$ cat config.mk
export PLATFORM = sky130hd
export DESIGN_NAME = al_cmd_responder_flat
export DESIGN_NICKNAME = d
export VERILOG_FILES = /design/src/rtl/al_cmd_responder_if.sv /design/src/rtl/al_cmd_responder.sv /design/src/flat_wrapper.sv
export SDC_FILE = /design/constraint.sdc
export NUM_CORES = 1
export LEC_CHECK = 0
export CORE_ASPECT_RATIO = 0.9
export CORE_MARGIN = 3
export CORE_UTILIZATION = 40
export CTS_CLUSTER_DIAMETER = 120
export DETAILED_ROUTE_END_ITERATION = 10
export PLACE_DENSITY = 0.72
export RECOVER_POWER = 50
export SYNTH_ARGS = -nofsm -noshare
export SYNTH_HDL_FRONTEND = slang
export SYNTH_SLANG_ARGS = --single-unit
$ cat constraint.sdc
create_clock -name clk -period 5.35 [get_ports clk]
set_input_delay 1.07 -clock clk [delete_from_list [all_inputs] [get_ports clk]]
set_output_delay 1.07 -clock clk [all_outputs]
set_load 0.005 [all_outputs]
$ cat src/rtl/al_cmd_responder_if.sv
// Signal bundle between the auto-load sequencer, the command responder and the flash pins.
// The slave modport is the responder side; the master modport is the sequencer/flash side.
interface al_cmd_responder_if;
  logic        al_execute;
  logic [1:0]  al_op;
  logic [22:0] al_addr;
  logic [15:0] al_cmd_data_in;
  logic        clr_al_done;
  logic        al_done;
  logic        al_busy;
  logic        al_err;
  logic [15:0] al_rd_data;
  logic [22:0] fl_addr;
  logic [15:0] fl_dq_out;
  logic [15:0] fl_dq_in;
  logic        fl_dq_oe;
  logic        fl_ce_b;
  logic        fl_oe_b;
  logic        fl_we_b;

  modport slave (
    input  al_execute, al_op, al_addr, al_cmd_data_in, clr_al_done, fl_dq_in,
    output al_done, al_busy, al_err, al_rd_data,
    output fl_addr, fl_dq_out, fl_dq_oe, fl_ce_b, fl_oe_b, fl_we_b
  );

  modport master (
    output al_execute, al_op, al_addr, al_cmd_data_in, clr_al_done, fl_dq_in,
    input  al_done, al_busy, al_err, al_rd_data,
    input  fl_addr, fl_dq_out, fl_dq_oe, fl_ce_b, fl_oe_b, fl_we_b
  );
endinterface

$ cat src/rtl/al_cmd_responder.sv
// Executes one auto-load command (NOP/WRITE/READ/POLL) as timed flash strobe sequences.
// Flash strobes are decoded from the state register so an async reset returns them high at once.
module al_cmd_responder #(
  parameter int T_WE     = 4,
  parameter int T_HOLD   = 2,
  parameter int T_RD     = 6,
  parameter int MAX_POLL = 1024
) (
  input  logic         clk,
  input  logic         rst_n,
  al_cmd_responder_if.slave bus
);

  typedef enum logic [2:0] {
    IDLE, SETUP, WR_PULSE, WR_HOLD, RD_WAIT, RD_CAP, POLL_REC, DONE
  } state_t;

  typedef enum logic [1:0] {
    OP_NOP   = 2'b00,
    OP_WRITE = 2'b01,
    OP_READ  = 2'b10,
    OP_POLL  = 2'b11
  } op_t;

  // SETUP already drives OE_B low, so it counts as the first of the T_RD access cycles.
  localparam logic [3:0]  WE_LAST    = 4'(T_WE - 1);
  localparam logic [3:0]  HOLD_LAST  = 4'(T_HOLD - 1);
  localparam logic [3:0]  RD_LAST    = (T_RD > 1) ? 4'(T_RD - 2) : 4'd0;
  localparam logic [16:0] POLL_LIMIT = 17'(MAX_POLL);

  state_t      state;
  state_t      state_next;
  op_t         op_q;
  logic [22:0] addr_q;
  logic [15:0] data_q;
  logic [15:0] rd_data_q;
  logic        done_q;
  logic        err_q;
  logic [3:0]  wait_cnt;
  logic [15:0] poll_cnt;

  logic        accept;
  logic        poll_hit;
  logic        poll_timeout;
  logic        poll_miss;
  logic        ce_b;
  logic        oe_b;
  logic        we_b;
  logic        dq_oe;

  assign accept       = (state == IDLE) && bus.al_execute;
  assign poll_hit     = rd_data_q[7];
  assign poll_timeout = ({1'b0, poll_cnt} + 17'd1) >= POLL_LIMIT;
  assign poll_miss    = (state == RD_CAP) && (op_q == OP_POLL) && !poll_hit;

  always_ff @(posedge clk or negedge rst_n) begin
    if (!rst_n) begin
      state <= IDLE;
    end else begin
      state <= state_next;
    end
  end

  always_comb begin
    state_next = state;
    case (state)
      IDLE: begin
        if (accept) begin
          state_next = (op_t'(bus.al_op) == OP_NOP) ? DONE : SETUP;
        end
      end
      SETUP: begin
        if (op_q == OP_WRITE) begin
          state_next = WR_PULSE;
        end else if (T_RD > 1) begin
          state_next = RD_WAIT;
        end else begin
          state_next = RD_CAP;
        end
      end
      WR_PULSE: begin
        if (wait_cnt == WE_LAST) state_next = WR_HOLD;
      end
      WR_HOLD: begin
        if (wait_cnt == HOLD_LAST) state_next = DONE;
      end
      RD_WAIT: begin
        if (wait_cnt == RD_LAST) state_next = RD_CAP;
      end
      RD_CAP: begin
        if (poll_miss && !poll_timeout) begin
          state_next = POLL_REC;
        end else begin
          state_next = DONE;
        end
      end
      POLL_REC: state_next = SETUP;
      DONE:     state_next = IDLE;
      default:  state_next = IDLE;
    endcase
  end

  always_comb begin
    ce_b  = 1'b1;
    oe_b  = 1'b1;
    we_b  = 1'b1;
    dq_oe = 1'b0;
    case (state)
      SETUP: begin
        ce_b = 1'b0;
        if (op_q == OP_WRITE) begin
          dq_oe = 1'b1;
        end else begin
          oe_b = 1'b0;
        end
      end
      WR_PULSE: begin
        ce_b  = 1'b0;
        we_b  = 1'b0;
        dq_oe = 1'b1;
      end
      WR_HOLD: begin
        ce_b  = 1'b0;
        dq_oe = 1'b1;
      end
      RD_WAIT, RD_CAP: begin
        ce_b = 1'b0;
        oe_b = 1'b0;
      end
      default: begin
        ce_b  = 1'b1;
        oe_b  = 1'b1;
        we_b  = 1'b1;
        dq_oe = 1'b0;
      end
    endcase
  end

  // Phase timer restarts on every state change so each timed phase counts from zero.
  always_ff @(posedge clk or negedge rst_n) begin
    if (!rst_n) begin
      wait_cnt <= 4'd0;
    end else if (state_next != state) begin
      wait_cnt <= 4'd0;
    end else begin
      wait_cnt <= wait_cnt + 4'd1;
    end
  end

  always_ff @(posedge clk or negedge rst_n) begin
    if (!rst_n) begin
      poll_cnt <= 16'd0;
    end else if (accept) begin
      poll_cnt <= 16'd0;
    end else if (poll_miss) begin
      poll_cnt <= poll_cnt + 16'd1;
    end
  end

  always_ff @(posedge clk or negedge rst_n) begin
    if (!rst_n) begin
      op_q   <= OP_NOP;
      addr_q <= 23'd0;
      data_q <= 16'd0;
    end else if (accept) begin
      op_q   <= op_t'(bus.al_op);
      addr_q <= bus.al_addr;
      data_q <= bus.al_cmd_data_in;
    end
  end

  always_ff @(posedge clk or negedge rst_n) begin
    if (!rst_n) begin
      rd_data_q <= 16'd0;
    end else if ((state_next == RD_CAP) && (state != RD_CAP)) begin
      rd_data_q <= bus.fl_dq_in;
    end
  end

  // Completion in DONE outranks a coincident clear request.
  always_ff @(posedge clk or negedge rst_n) begin
    if (!rst_n) begin
      done_q <= 1'b0;
      err_q  <= 1'b0;
    end else if (accept) begin
      done_q <= 1'b0;
      err_q  <= 1'b0;
    end else begin
      if (state == DONE) begin
        done_q <= 1'b1;
      end else if (bus.clr_al_done) begin
        done_q <= 1'b0;
      end
      if (poll_miss && poll_timeout) begin
        err_q <= 1'b1;
      end
    end
  end

  assign bus.al_done    = done_q;
  assign bus.al_busy    = (state != IDLE);
  assign bus.al_err     = err_q;
  assign bus.al_rd_data = rd_data_q;
  assign bus.fl_addr    = addr_q;
  assign bus.fl_dq_out  = data_q;
  assign bus.fl_dq_oe   = dq_oe;
  assign bus.fl_ce_b    = ce_b;
  assign bus.fl_oe_b    = oe_b;
  assign bus.fl_we_b    = we_b;

endmodule
$ cat src/flat_wrapper.sv
// flat-port wrapper written by rule: the top's interface ports become plain ports
module al_cmd_responder_flat 
#(
  parameter int T_WE     = 4,
  parameter int T_HOLD   = 2,
  parameter int T_RD     = 6,
  parameter int MAX_POLL = 1024
)
  (clk, rst_n, bus_al_execute, bus_al_op, bus_al_addr, bus_al_cmd_data_in, bus_clr_al_done, bus_fl_dq_in, bus_al_done, bus_al_busy, bus_al_err, bus_al_rd_data, bus_fl_addr, bus_fl_dq_out, bus_fl_dq_oe, bus_fl_ce_b, bus_fl_oe_b, bus_fl_we_b);
  al_cmd_responder_if bus_i ();
  input  logic clk;
  input  logic rst_n;
  input wire logic [$bits(bus_i.al_execute)-1:0] bus_al_execute;
  input wire logic [$bits(bus_i.al_op)-1:0] bus_al_op;
  input wire logic [$bits(bus_i.al_addr)-1:0] bus_al_addr;
  input wire logic [$bits(bus_i.al_cmd_data_in)-1:0] bus_al_cmd_data_in;
  input wire logic [$bits(bus_i.clr_al_done)-1:0] bus_clr_al_done;
  input wire logic [$bits(bus_i.fl_dq_in)-1:0] bus_fl_dq_in;
  output wire logic [$bits(bus_i.al_done)-1:0] bus_al_done;
  output wire logic [$bits(bus_i.al_busy)-1:0] bus_al_busy;
  output wire logic [$bits(bus_i.al_err)-1:0] bus_al_err;
  output wire logic [$bits(bus_i.al_rd_data)-1:0] bus_al_rd_data;
  output wire logic [$bits(bus_i.fl_addr)-1:0] bus_fl_addr;
  output wire logic [$bits(bus_i.fl_dq_out)-1:0] bus_fl_dq_out;
  output wire logic [$bits(bus_i.fl_dq_oe)-1:0] bus_fl_dq_oe;
  output wire logic [$bits(bus_i.fl_ce_b)-1:0] bus_fl_ce_b;
  output wire logic [$bits(bus_i.fl_oe_b)-1:0] bus_fl_oe_b;
  output wire logic [$bits(bus_i.fl_we_b)-1:0] bus_fl_we_b;
  assign bus_i.al_execute = bus_al_execute;
  assign bus_i.al_op = bus_al_op;
  assign bus_i.al_addr = bus_al_addr;
  assign bus_i.al_cmd_data_in = bus_al_cmd_data_in;
  assign bus_i.clr_al_done = bus_clr_al_done;
  assign bus_i.fl_dq_in = bus_fl_dq_in;
  assign bus_al_done = bus_i.al_done;
  assign bus_al_busy = bus_i.al_busy;
  assign bus_al_err = bus_i.al_err;
  assign bus_al_rd_data = bus_i.al_rd_data;
  assign bus_fl_addr = bus_i.fl_addr;
  assign bus_fl_dq_out = bus_i.fl_dq_out;
  assign bus_fl_dq_oe = bus_i.fl_dq_oe;
  assign bus_fl_ce_b = bus_i.fl_ce_b;
  assign bus_fl_oe_b = bus_i.fl_oe_b;
  assign bus_fl_we_b = bus_i.fl_we_b;
  al_cmd_responder #(.T_WE(T_WE), .T_HOLD(T_HOLD), .T_RD(T_RD), .MAX_POLL(MAX_POLL)) u_core (.clk(clk), .rst_n(rst_n), .bus(bus_i));
endmodule
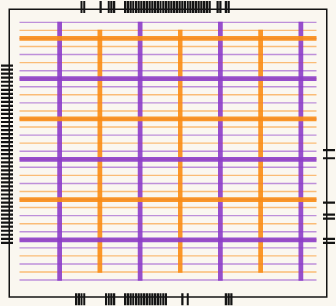
*PDN straps and rails, run 1*
Pins as bars on the die edge.
legend:
  orange:
    net: VDD
  purple:
    net: VSS
met5 straps: 6
signal pins: 123

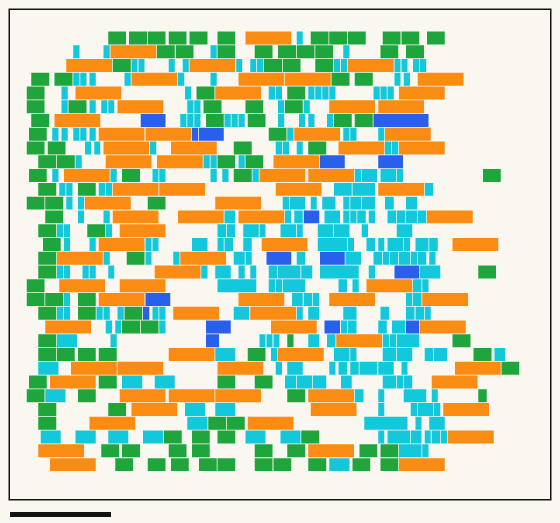
*Cells coloured by class, run 1*
The bar under the picture is 20 um long.
legend:
  blue:
    class: clock drivers and dummy loads
    cells: 16
    share_of_their_area: 3.9%
  cyan:
    class: combinational and other logic
    cells: 280
    share_of_their_area: 31%
  orange:
    class: flops
    cells: 82
    share_of_their_area: 41%
  green:
    class: other buffers and delay cells
    cells: 123
    share_of_their_area: 24%
Seq area share: 0.3983
final instance area: 5151 um^2

==> Changelog: implementation, run 1 <==
### Metrics

- CP endpoint: u_core.bus.al_err
- Antenna-violating nets left: 0
- Synth async-reset ratio: 1.000
- Storage cell area: 2052 um^2
- Max-slew violation count: 127
- Count leader, synth: nand2_1
- Core Util, Final: 0.5902
- Area after DPL: between 4000 and 5000 um^2
- Failing checks: capacitance limit, slew limit
- Placer Congestion: 0.8196
- Number of enable flip-flop cells: 0
- Hold slack: 473.2 ps
- Tap Cells: 119
- Die Wd: 106.7 um
- Cell Type Count: approximately 43
- Max cap viols: 2
- Hold depth: 2
- Cell accounting for the most synthesized area: dfrtp_1
- Max reg flops: 23
- Worst R2R Path Depth: 5
- Top Metal Used: met4
- Status: finished with violations
- Synth Seq Share: 0.5618
- Hold buffer count at CTS: 0
- Clock buffers: 11
- # clock sinks: 82
- DR iter-0 viols: between 100 and 150
- Maximum clock frequency: 304.9 MHz
- DP HPWL: 6089 um
- Number of cells in Yosys stat: 376
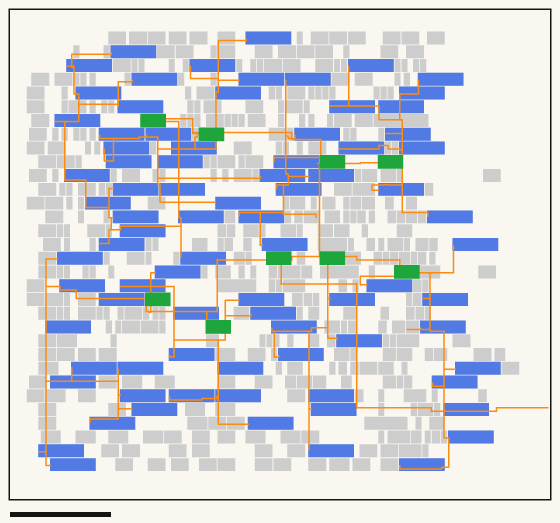
*Routed clock nets over the placement, run 1*
The bar under the picture is 20 um long.
legend:
  green:
    item: clock drivers
    count: 9
  orange:
    item: clock wires
    length: 1010 um
  blue:
    item: flip-flops
    count: 82
routed clock nets: 10
flops lie: widely spread
Clock group: 447 uW
clk_lat worst skew: 350 ps

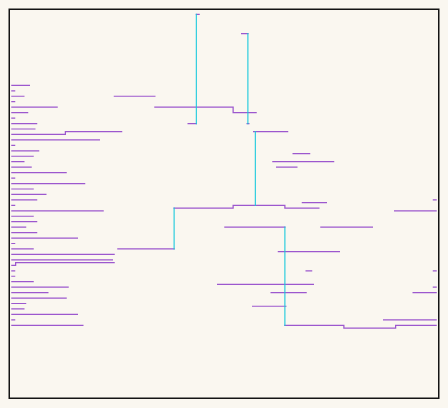
*Signal wires by layer, run 1*
Only two layers are drawn.
legend:
  purple:
    layer: metal 3
    wire_length: 675 um
  cyan:
    layer: metal 4
    wire_length: 103 um
DR vias: 2979
total track usage: 0.1722

## run 1: report_power, final
group          internal, mW  switching, mW
Clock                 0.220          0.228
Sequential            0.823          0.137
Combinational         0.492          0.380
Total                  1.53          0.745
## run 1: layout by cell type, fill, tap and decap left out, drive strengths merged, types with 2 or more instances in the layout
cell	count
nand3	12
xnor2	6
o31ai	3
o41ai	2
a21oi	7
and3	2
dlygate4sd3	27
or3b	2
nor3b	2
xor2	5
clkdlybuf4s50	94
nor4b	2
ha	5
clkbuf	13
o21ai	14
inv	8
nand2b	2
nor3	3
nor2	23
nor2b	2
or3	2
nand2	143
a31oi	4
mux2	17
nand4	4
clkinvlp	2
dfrtp	82
and3b	2
==> run 2, diff against run 1 <==
--- a/config.mk
+++ b/config.mk
@@ -10,7 +10,7 @@
 export CORE_UTILIZATION = 40
 export CTS_CLUSTER_DIAMETER = 120
 export DETAILED_ROUTE_END_ITERATION = 10
-export PLACE_DENSITY = 0.72
+export PLACE_DENSITY = 0.74
 export RECOVER_POWER = 50
 export SYNTH_ARGS = -nofsm -noshare
 export SYNTH_HDL_FRONTEND = slang
==> constraint.sdc (replaced) <==
create_clock -name clk -period 2.9 [get_ports clk]
set_input_delay 0.58 -clock clk [delete_from_list [all_inputs] [get_ports clk]]
set_output_delay 0.58 -clock clk [all_outputs]
set_load 0.005 [all_outputs]
==> run 2 against run 1 <==
Effect of this change:
- the flow still finishes with violations (capacitance limit, slew limit)
- critical path type is now register to primary output
- via count grew 2.5%
- final cell count grew 0.48%
- sequential power grew 84%
- final area grew 1.4%
- global-route usage grew 0.11 points
- largest cell class unchanged
- combinational power grew 93%
- flip-flop count is the same
==> Changelog: implementation, run 2 <==
### Metrics

- Status: finished with violations
- Failing checks: capacitance limit, slew limit
- Placer Congestion: 0.8180
- Maximum clock frequency: approximately 420 MHz
- Clock group: just under 1 mW
- Count leader, synth: nand2_1
- Total track usage: 0.1732
- P_comb: 1.68 mW
- Number of enable flip-flop cells: 0
- Storage cell area: 2052 um^2
- Synth async-reset ratio: 1.000
- Die Wd: approximately 110 um
- Max-slew violation count: 83
- DR iter-0 viols: 84
- Max power group: registers
- Core Util, Final: 0.5982
- Hold buffer count at CTS: 0
- Clk pwr share: 0.223
- Max cap viols: 1
- Cell accounting for the most synthesized area: dfrtp_1
- DP HPWL: 6327 um
- Power Sequential: around 1.8 mW
- CP endpoint: bus_fl_ce_b
run 2: per-layer routing:
layer | track usage | vias up | part of all wire
met4 | 0.03933 | 0 | 0.0092
met5 | 0 | - | 0
met2 | 0.2812 | 79 | 0.48
li1 | - | 1488 | -
met3 | 0.07071 | 8 | 0.073
met1 | 0.2173 | 1479 | 0.43
run 2: through the flow:
stage	setup slack [ps]	hold slack (ps)	area, um^2	std cells
floorplan	1101	284.4	3652	376
CTS	517.2	451.2	5231	623
finish	529.6	475.7	5221	623
detailed placement	569.4	461.5	4992	608
global placement	640.2	458.1	4992	608
global route	445.9	509.5	5221	623
run 2: worst register-to-register path: cells and delay by family (launching register included):
| kind | cells | cell delay [ps] |
|---|---|---|
| flops | 1 | 490 |
| simple gates | 4 | 760 |
| buf+inv | 1 | 930 |
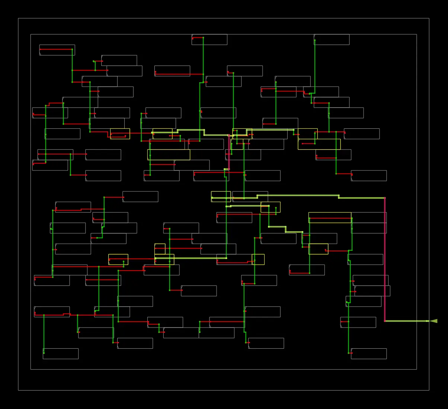
*The clock network, run 2*
CTS Buf Count: 9
clk_skew: 12.15 ps
# clock sinks: 82
clock buffers: 9
flop count: 82

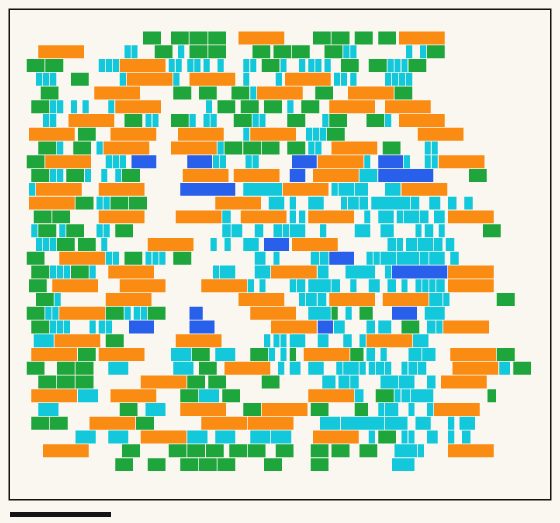
*Cells coloured by class, run 2*
The bar under the picture is 20 um long.
legend:
  green:
    class: other buffers and delay cells
    cells: 127
    share_of_their_area: 25%
  cyan:
    class: combinational and other logic
    cells: 280
    share_of_their_area: 30%
  blue:
    class: clock drivers and dummy loads
    cells: 15
    share_of_their_area: 4.7%
  orange:
    class: flops
    cells: 82
    share_of_their_area: 40%

Power figures rest on the tool's default switching activity, not on a simulated workload.
